<file path="src/rtl/debounce_sync.sv">
// -----------------------------------------------------------------------------
// debounce_sync
//
// Input conditioner for a raw board input (push-button or switch). The input
// is brought into the clk domain through a two-flop synchroniser and then
// debounced. A new level reaches `out` only after it has been seen steadily
// for STABLE_CYCLES consecutive synchronised cycles. Optional one-cycle edge
// pulses mark each change of `out`.
//
// Parameters:
//   STABLE_CYCLES  consecutive stable cycles needed to commit a new level
//                  (1 .. 2**CNT_W-1)
//   CNT_W          stability counter width
//
// Ports:
//   clk    in   sole clock, rising edge
//   rst_n  in   asynchronous active-low reset
//   in     in   raw asynchronous input, may bounce or glitch
//   out    out  debounced, synchronised level (registered)
//   rise   out  one-cycle pulse in the first cycle `out` shows 1
//   fall   out  one-cycle pulse in the first cycle `out` shows 0
//
// Configuration macro:
//   DEBOUNCE_SYNC_EDGE_EN  defined   -> rise/fall are registered pulses
//                          undefined -> rise/fall are tied to 0, no flops
// -----------------------------------------------------------------------------
module debounce_sync #(
   parameter int STABLE_CYCLES = 1000,
   parameter int CNT_W         = 16
) (
   input  logic clk,
   input  logic rst_n,
   input  logic in,
   output logic out,
   output logic rise,
   output logic fall
);

   typedef enum logic [1:0] {
      LOW       = 2'd0,
      WAIT_HIGH = 2'd1,
      HIGH      = 2'd2,
      WAIT_LOW  = 2'd3
   } state_t;

   localparam logic [CNT_W-1:0] CNT_ONE  = CNT_W'(1);
   localparam logic [CNT_W-1:0] CNT_LAST = CNT_W'(STABLE_CYCLES - 1);

   logic             s1;
   logic             s2;
   state_t           state;
   state_t           state_next;
   logic [CNT_W-1:0] cnt;
   logic [CNT_W-1:0] cnt_next;
   logic             go_high;
   logic             go_low;
   logic             out_next;

   // Two-flop synchroniser; only s2 is used past this point.
   // NOTE: sequential state is written with <= so every flop samples the
   // pre-edge value of its neighbour; with = the chain would collapse into
   // one flop and the synchroniser would be lost.
   always_ff @(posedge clk or negedge rst_n) begin
      if (!rst_n) begin
         s1 <= 1'b0;
         s2 <= 1'b0;
      end else begin
         s1 <= in;
         s2 <= s1;
      end
   end

   // State register, stability counter and registered output level.
   // NOTE: every register here is reset, including the counter, so a reset
   // in the middle of a wait discards any partial count.
   always_ff @(posedge clk or negedge rst_n) begin
      if (!rst_n) begin
         state <= LOW;
         cnt   <= '0;
         out   <= 1'b0;
      end else begin
         state <= state_next;
         cnt   <= cnt_next;
         out   <= out_next;
      end
   end

   // Next-state logic. go_high/go_low flag the commit transitions, which are
   // the only moments `out` is allowed to change.
   // NOTE: all outputs of this block get a default first so no path leaves a
   // signal unassigned, which would otherwise infer a latch.
   always_comb begin
      state_next = state;
      cnt_next   = cnt;
      go_high    = 1'b0;
      go_low     = 1'b0;

      unique case (state)
         LOW: begin
            if (s2) begin
               if (STABLE_CYCLES == 1) begin
                  state_next = HIGH;
                  cnt_next   = '0;
                  go_high    = 1'b1;
               end else begin
                  state_next = WAIT_HIGH;
                  cnt_next   = CNT_ONE;
               end
            end
         end

         WAIT_HIGH: begin
            if (!s2) begin
               // Bounce: drop all credit and go back to the settled level.
               state_next = LOW;
               cnt_next   = '0;
            end else if (cnt == CNT_LAST) begin
               state_next = HIGH;
               cnt_next   = '0;
               go_high    = 1'b1;
            end else begin
               cnt_next = cnt + CNT_ONE;
            end
         end

         HIGH: begin
            if (!s2) begin
               if (STABLE_CYCLES == 1) begin
                  state_next = LOW;
                  cnt_next   = '0;
                  go_low     = 1'b1;
               end else begin
                  state_next = WAIT_LOW;
                  cnt_next   = CNT_ONE;
               end
            end
         end

         WAIT_LOW: begin
            if (s2) begin
               state_next = HIGH;
               cnt_next   = '0;
            end else if (cnt == CNT_LAST) begin
               state_next = LOW;
               cnt_next   = '0;
               go_low     = 1'b1;
            end else begin
               cnt_next = cnt + CNT_ONE;
            end
         end

         default: begin
            state_next = LOW;
            cnt_next   = '0;
         end
      endcase

      out_next = out;
      if (go_high) begin
         out_next = 1'b1;
      end else if (go_low) begin
         out_next = 1'b0;
      end
   end

`ifdef DEBOUNCE_SYNC_EDGE_EN
   // Pulses are registered from the same commit flags as `out`, so they
   // appear in exactly the cycle `out` first shows its new value. A commit
   // is always followed by a non-commit cycle, so pulses never repeat.
   always_ff @(posedge clk or negedge rst_n) begin
      if (!rst_n) begin
         rise <= 1'b0;
         fall <= 1'b0;
      end else begin
         rise <= go_high;
         fall <= go_low;
      end
   end
`else
   assign rise = 1'b0;
   assign fall = 1'b0;
`endif

endmodule

</file>
<file path="config.mk">
export PLATFORM = sky130hd
export DESIGN_NAME = debounce_sync
export DESIGN_NICKNAME = d
export VERILOG_FILES = /design/src/rtl/debounce_sync.sv
export SDC_FILE = /design/constraint.sdc
export NUM_CORES = 1
export LEC_CHECK = 0
export CAP_MARGIN = 5
export CORE_UTILIZATION = 55
export CTS_BUF_LIST = sky130_fd_sc_hd__clkbuf_4
export DETAILED_ROUTE_END_ITERATION = 10
export PLACE_DENSITY = 0.82
export SYNTH_ARGS = -nofsm -noshare
export SYNTH_HDL_FRONTEND = slang
export SYNTH_SLANG_ARGS = --single-unit
</file>
<file path="constraint.sdc">
create_clock -name clk -period 4.4 [get_ports clk]
set_clock_uncertainty 0.15 [all_clocks]
set_input_delay 0.44 -clock clk [delete_from_list [all_inputs] [get_ports clk]]
set_output_delay 0.44 -clock clk [all_outputs]
set_load 0.01 [all_outputs]
</file>
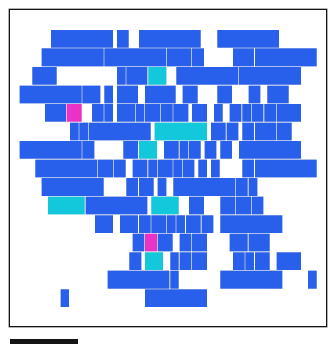
Figure 1: run 1, drive-strength map.
Scale bar: 10 um.
Key: cyan = _3 and _4 cells [cells 6, share 5.1%]; blue = _0 and _1 cells [cells 109, share 93%]; magenta = _2 cells [cells 2, share 1.7%]

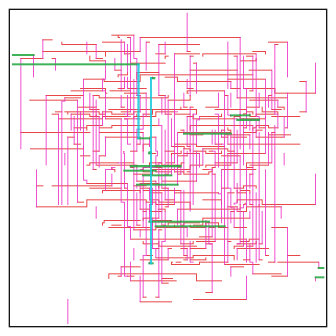
Figure 2: run 1, wiring by layer.
Key: green = metal 3 [wire length 79.5 um]; cyan = metal 4 [wire length 38.1 um]; red = metal 1 [wire length 914 um]; magenta = metal 2 [wire length 1020 um]

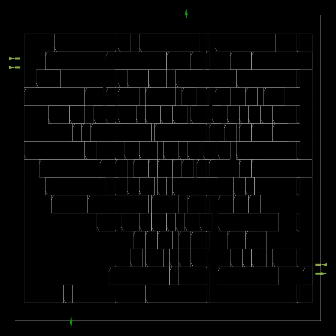
Figure 3: run 1, cell outlines without signal wires.
tap cells: 25
fill count: 141
flop share of the area: 0.459
core area: 1780 um^2
Rows: 15

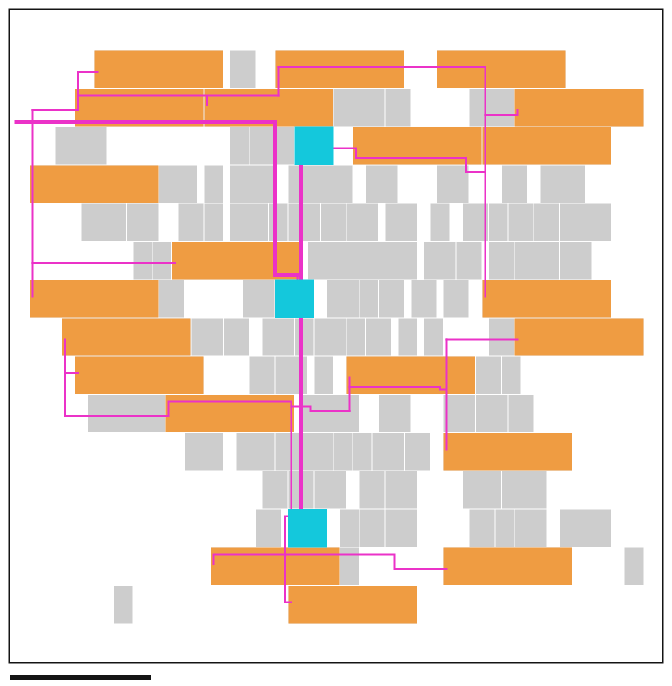
Figure 4: run 1, clock wires, drivers and flops.
Scale bar: 10 um.
Key: orange = flip-flops [count 21]; cyan = clock drivers [count 3]; magenta = clock wires [length 243 um]
Position of the flops: widely spread.

==> results.json, run 1 <==
{
  "cts_buffers": 3,
  "finalHoldViolations": 0,
  "crit_family": "simple AND/OR/NAND/NOR gates",
  "grt_usage": 0.231,
  "largest_area_cell": "dfrtp_1",
  "ys_sh_aoi": 0.181,
  "outcome": "finished clean",
  "yosys_warnings": 0,
  "gp_congestion": 0.879,
  "rr_startpoint": "cnt[10]",
  "routed_wl_mm": 2.06,
  "wl_met2_mm": 1.02,
  "crit_type": "flop to flop",
  "total_leakage_power_nw": 0.492,
  "critPathArrivalTime_ns": 2.52,
  "seqPwrFrac": 0.464,
  "grt_overflow": 0,
  "fmax_ghz": 0.404,
  "place_area_um2": 1120,
  "cts_resized": 0,
  "min_from": "s1",
  "crit_path_max_fanout": 18,
  "worst-path-stages": 5,
  "ys.flops": 21,
  "combPwrFrac": 0.359,
  "chip_area_um2": 2150,
  "pin_count": 6,
  "fin_nets": 122,
  "powerClk_mw": 0.0939,
  "finalSetupViolations": 0
}
-- run 1: layout make-up --
| class | count | share of cell area |
|---|---|---|
| clock buffers | 3 | 0.0197 |
| multi-input cells | 86 | 0.454 |
| repair buffers | 3 | 0.0262 |
| flip-flops and latches | 21 | 0.459 |
| clock inverters | 1 | 0.00437 |
| well taps | 25 | 0.0273 |
| inverters | 3 | 0.00984 |
-- run 1: stage by stage --
step	total power [mW]	instances
2_1_floorplan	0.406	115
3_3_place_gp	0.433	138
3_5_place_dp	0.443	138
4_1_cts	0.537	142
5_1_grt	0.570	142
6_report	0.533	142
-- run 1: cells in the mapped netlist, types with 2 or more instances --
master,number
dfrtp_1,21
nand2_1,11
a21oi_1,9
a31oi_1,9
nand3_1,8
nor2_1,6
o21ai_0,6
or3_1,6
nor3_1,4
and3_1,3
buf_4,3
inv_1,3
a21o_1,2
a22o_1,2
a41oi_1,2
nand4_1,2
xor2_1,2
-- run 1: state kept, by name (all words and copies together), names as in the netlist, named ones only --
register	count
cnt	16
s2	1
s1	1
out	1
state	1
-- run 1: cell usage in the layout (no fill, tap or decap), types with 2 or more instances in the layout --
cell | synthesis | routed
a41oi_1 | 2 | 2
o21ai_0 | 6 | 6
clkbuf_4 | 0 | 3
a22o_1 | 2 | 2
dfrtp_1 | 21 | 21
or3_1 | 6 | 6
a31oi_1 | 9 | 9
a21oi_1 | 9 | 9
conb_1 | 1 | 2
and3_1 | 3 | 3
nor2_1 | 6 | 6
inv_1 | 3 | 3
nand2_1 | 11 | 11
a21o_1 | 2 | 2
nor3_1 | 4 | 4
nand4_1 | 2 | 2
nand3_1 | 8 | 8
xor2_1 | 2 | 2
clkdlybuf4s50_1 | 0 | 3
==> run 1 -> run 2 <==
- clock period: 4.4 -> 2.5 ns (I/O delays scaled with it)
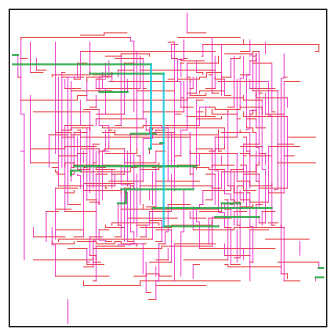
Figure 5: run 2, wiring by layer.
Key: red = metal 1 [wire length 988 um]; magenta = metal 2 [wire length 1120 um]; cyan = metal 4 [wire length 34.7 um]; green = metal 3 [wire length 111 um]

==> results.json, run 2 <==
{
  "outcome": "finished clean",
  "grt_usage": 0.263,
  "largest_area_cell": "dfrtp_1",
  "yosys_area_um2": 1080,
  "crit_type": "flop to flop",
  "finalSetupViolations": 0,
  "rows": 15,
  "pin_count": 6,
  "total_leakage_power_nw": 0.513,
  "yosys_warnings": 0,
  "chip_area_um2": 2150,
  "finalHoldViolations": 0,
  "place_area_um2": 1150,
  "mostFrequentLayoutCell": "dfrtp_1",
  "syn_area_um2": 1080,
  "cts_buffers": 3,
  "largest_register_ffs": 16,
  "dp_cells": 142,
  "fmax_ghz": 0.440,
  "critPathLaunchType": "flop",
  "grt_overflow": 0,
  "design.core.area_um2": 1780,
  "critPathArrivalTime_ns": 2.33,
  "fin_nets": 126,
  "largest-register": "cnt",
  "power_mw": 0.976,
  "crit_path_max_fanout": 18,
  "lay_top_cells": "dfrtp_1 (21), nand2_1 (11), a21oi_1 (9), a31oi_1 (9), nand3_1 (8)",
  "ys.flops": 21,
  "top_cell": "dfrtp_1"
}
-- run 2: cell counts after synthesis --
No cell type changed its count.
-- run 2: final timing paths --
kind	start	end	slack [ns]
worst max-delay path	cnt[10]	cnt[6]	0.23
min in group clk	s1	s2	0.22
worst max register to register	cnt[10]	cnt[6]	0.23
max in group asynchronous	rst_n	s1	1.87
worst min-delay path	rst_n	cnt[11]	0.11
worst min register to register	s1	s2	0.22
-- run 2: layer usage --
layer,up-vias,global-route usage,share of wire
met5,-,0,0
met4,0,0.118,0.015
li1,433,-,-
met3,5,0.0667,0.049
met2,25,0.403,0.50
met1,441,0.347,0.44
-- run 2: kinds of logic (layout without fill, tap and decap cells) --
family                     count (synthesis)  after routing  share of synthesized area
muxes                                      2              2                     0.0231
adders and majority gates                  1              1                     0.0115
AOI/OAI and AO/OA                         32             32                      0.181
DFF                                       21             21                      0.485
other                                      1              2                    0.00346
buffers and inverters                      8             14                     0.0393
and+or+nand+nor                           46             46                      0.232
xor gates and xnor gates                   3              3                     0.0243
-- run 2: worst max-delay path: cells and delay by family (launching register included) --
family           cells  cell delay (ns)
flip-flops           1             0.46
AND-OR/OR-AND        2             0.38
AND/OR/NAND/NOR      3             1.18
-- run 2: area by class of cell --
cell class,instances,share of cell area
clock buffer,4,0.0255
sequential,21,0.445
multi-input combinational,86,0.442
inverter,3,0.00954
tap,25,0.0265
timing repair buffer,7,0.0509
-- run 2: power by group --
part	switching, mW	total, mW	internal [mW]
clock	0.101	0.174	0.0733
combinational	0.222	0.365	0.143
sequential	0.0530	0.438	0.385
total	0.376	0.976	0.601
-- run 2: repair_timing --
action / CTS / global route
setup buffers: 0 / 0
endpoints found under the setup margin: 0 / 11
gates resized: 0 / 1
==> run 2 -> run 3 <==
- CTS_CLUSTER_SIZE: unset -> 10
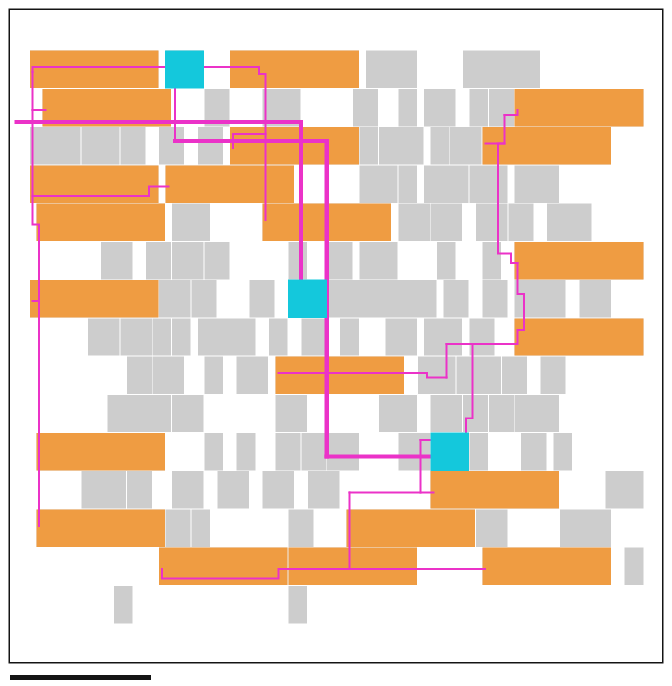
Figure 6: run 3, clock wires, drivers and flops.
Scale bar: 10 um.
Clock Power Share: 0.178
clock-net power: 0.174 mW
clk_lat worst skew: 0.31 ns

==> results.json, run 3 <==
{
  "lay_top_cells": "dfrtp_1 (21), nand2_1 (11), a21oi_1 (9), a31oi_1 (9), nand3_1 (8)",
  "diodes": 0,
  "cts_buffers": 3,
  "edf_count": 0,
  "fin_nets": 126,
  "top_cell_area_share": 0.485,
  "mostFrequentLayoutCell": "dfrtp_1",
  "grt_usage": 0.263,
  "via_per_inst": 6.19,
  "clk_pin_slew_ns": 0.11,
  "grt_pass1_wl_mm": 3.91,
  "maxCapViolations": 0,
  "use_met3": 0.0667,
  "fill_cells": 157,
  "largest_area_cell": "dfrtp_1",
  "yosys_warnings": 0,
  "pin_count": 6,
  "drtIter0Drc": 28,
  "busiest_layer": "met2",
  "syn_area_um2": 1080,
  "total_leakage_power_nw": 0.513,
  "largest_register_ffs": 16,
  "largest-register": "cnt",
  "finalHoldViolations": 0,
  "rows": 15,
  "fmax_ghz": 0.440,
  "top_cell": "dfrtp_1",
  "yosys_area_um2": 1080,
  "met2_usage": 0.403,
  "crit_type": "flop to flop",
  "gp_congestion": 0.880,
  "critPathLaunchType": "flop",
  "routed_wl_mm": 2.25,
  "power_mw": 0.976,
  "chip_area_um2": 2150,
  "finalSetupViolations": 0,
  "design.core.area_um2": 1780,
  "grt_overflow": 0,
  "use_met1": 0.347,
  "cts_tree": "yes",
  "grt_pass1_vias": 855,
  "crit_path_max_fanout": 18,
  "ys.flops": 21,
  "outcome": "finished clean",
  "critPathArrivalTime_ns": 2.33
}
run 3: kinds of logic after synthesis:
family	share of synthesized area
other cells	0.00346
xor+xnor	0.0243
compound gates	0.181
buf+inv	0.0393
mux	0.0231
flops	0.485
fa+ha+maj	0.0115
simple gates	0.232
run 3: layout make-up:
type | count | area share
inverter | 3 | 0.00954
sequential | 21 | 0.445
clock buffer | 4 | 0.0255
multi-input combinational | 86 | 0.442
tap | 25 | 0.0265
timing repair buffer | 7 | 0.0509
run 3: stage by stage:
stage / setup slack, ns / instances / cell area [um^2]
CTS: 0.0601 / 146 / 1180
detailed placement: 0.0883 / 142 / 1150
global route: 0.114 / 146 / 1180
floorplan: 0.279 / 115 / 1090
finish: 0.229 / 146 / 1180
global placement: 0.200 / 142 / 1150
run 3: worst paths after layout:
check / start / to / slack, ns / depth (start not counted)
setup / recovery: cnt[10] / cnt[6] / 0.23 / 5
hold / removal: rst_n / cnt[11] / 0.11 / 2
setup reg to reg: cnt[10] / cnt[6] / 0.23 / 5
hold reg to reg: s1 / s2 / 0.22 / 0
max in group asynchronous: rst_n / s1 / 1.87 / 2
min in group clk: s1 / s2 / 0.22 / 0
run 3: what timing repair did:
item | in CTS | in global routing
endpoints found under the setup margin | 0 | 11
buffers inserted | 0 | 0
gates resized | 0 | 1
run 3: worst max-delay path, delay by kind of cell (launching register included):
kind / cells / cell delay, ns
AOI/OAI and AO/OA: 2 / 0.38
DFF: 1 / 0.46
and+or+nand+nor: 3 / 1.18
run 3: routing by layer:
metal  part of all wire  vias up
li1                   -      433
met1               0.44      441
met2               0.50       25
met3              0.049        5
met4              0.015        0
met5                  0        -
run 3: report_power, final:
part / internal, mW / total (mW) / switching [mW]
logic: 0.143 / 0.365 / 0.222
clock network: 0.0733 / 0.174 / 0.101
registers: 0.385 / 0.438 / 0.0530

==> gallery <==
Placement by cell class.
Fill, decap, tap and diode cells in gray.
Plate I
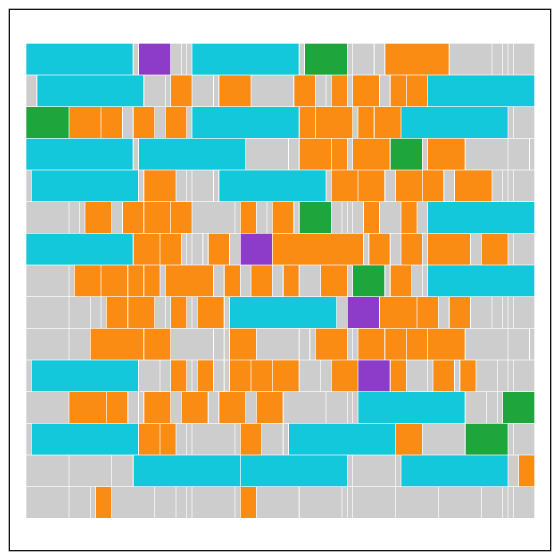
Plate II
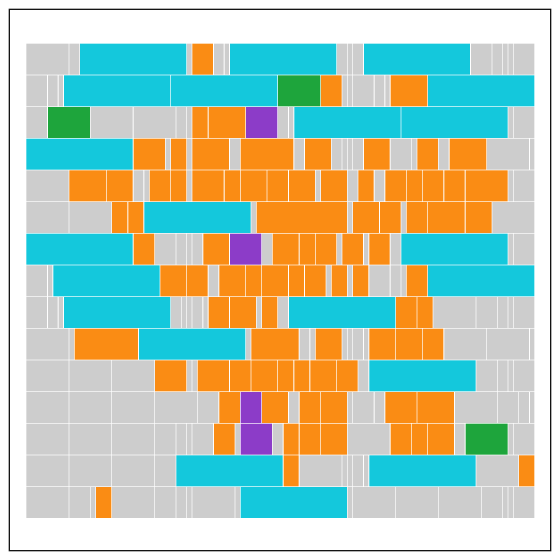
Plate II is run 1.
Plate I is run 2.

Key to Plate II:
Key: green = other buffers and delay cells [cells 3]; cyan = flops [cells 21]; purple = clock drivers and dummy loads [cells 4]; orange = combinational and other logic [cells 89]

Power and IR drop assume default switching activity.
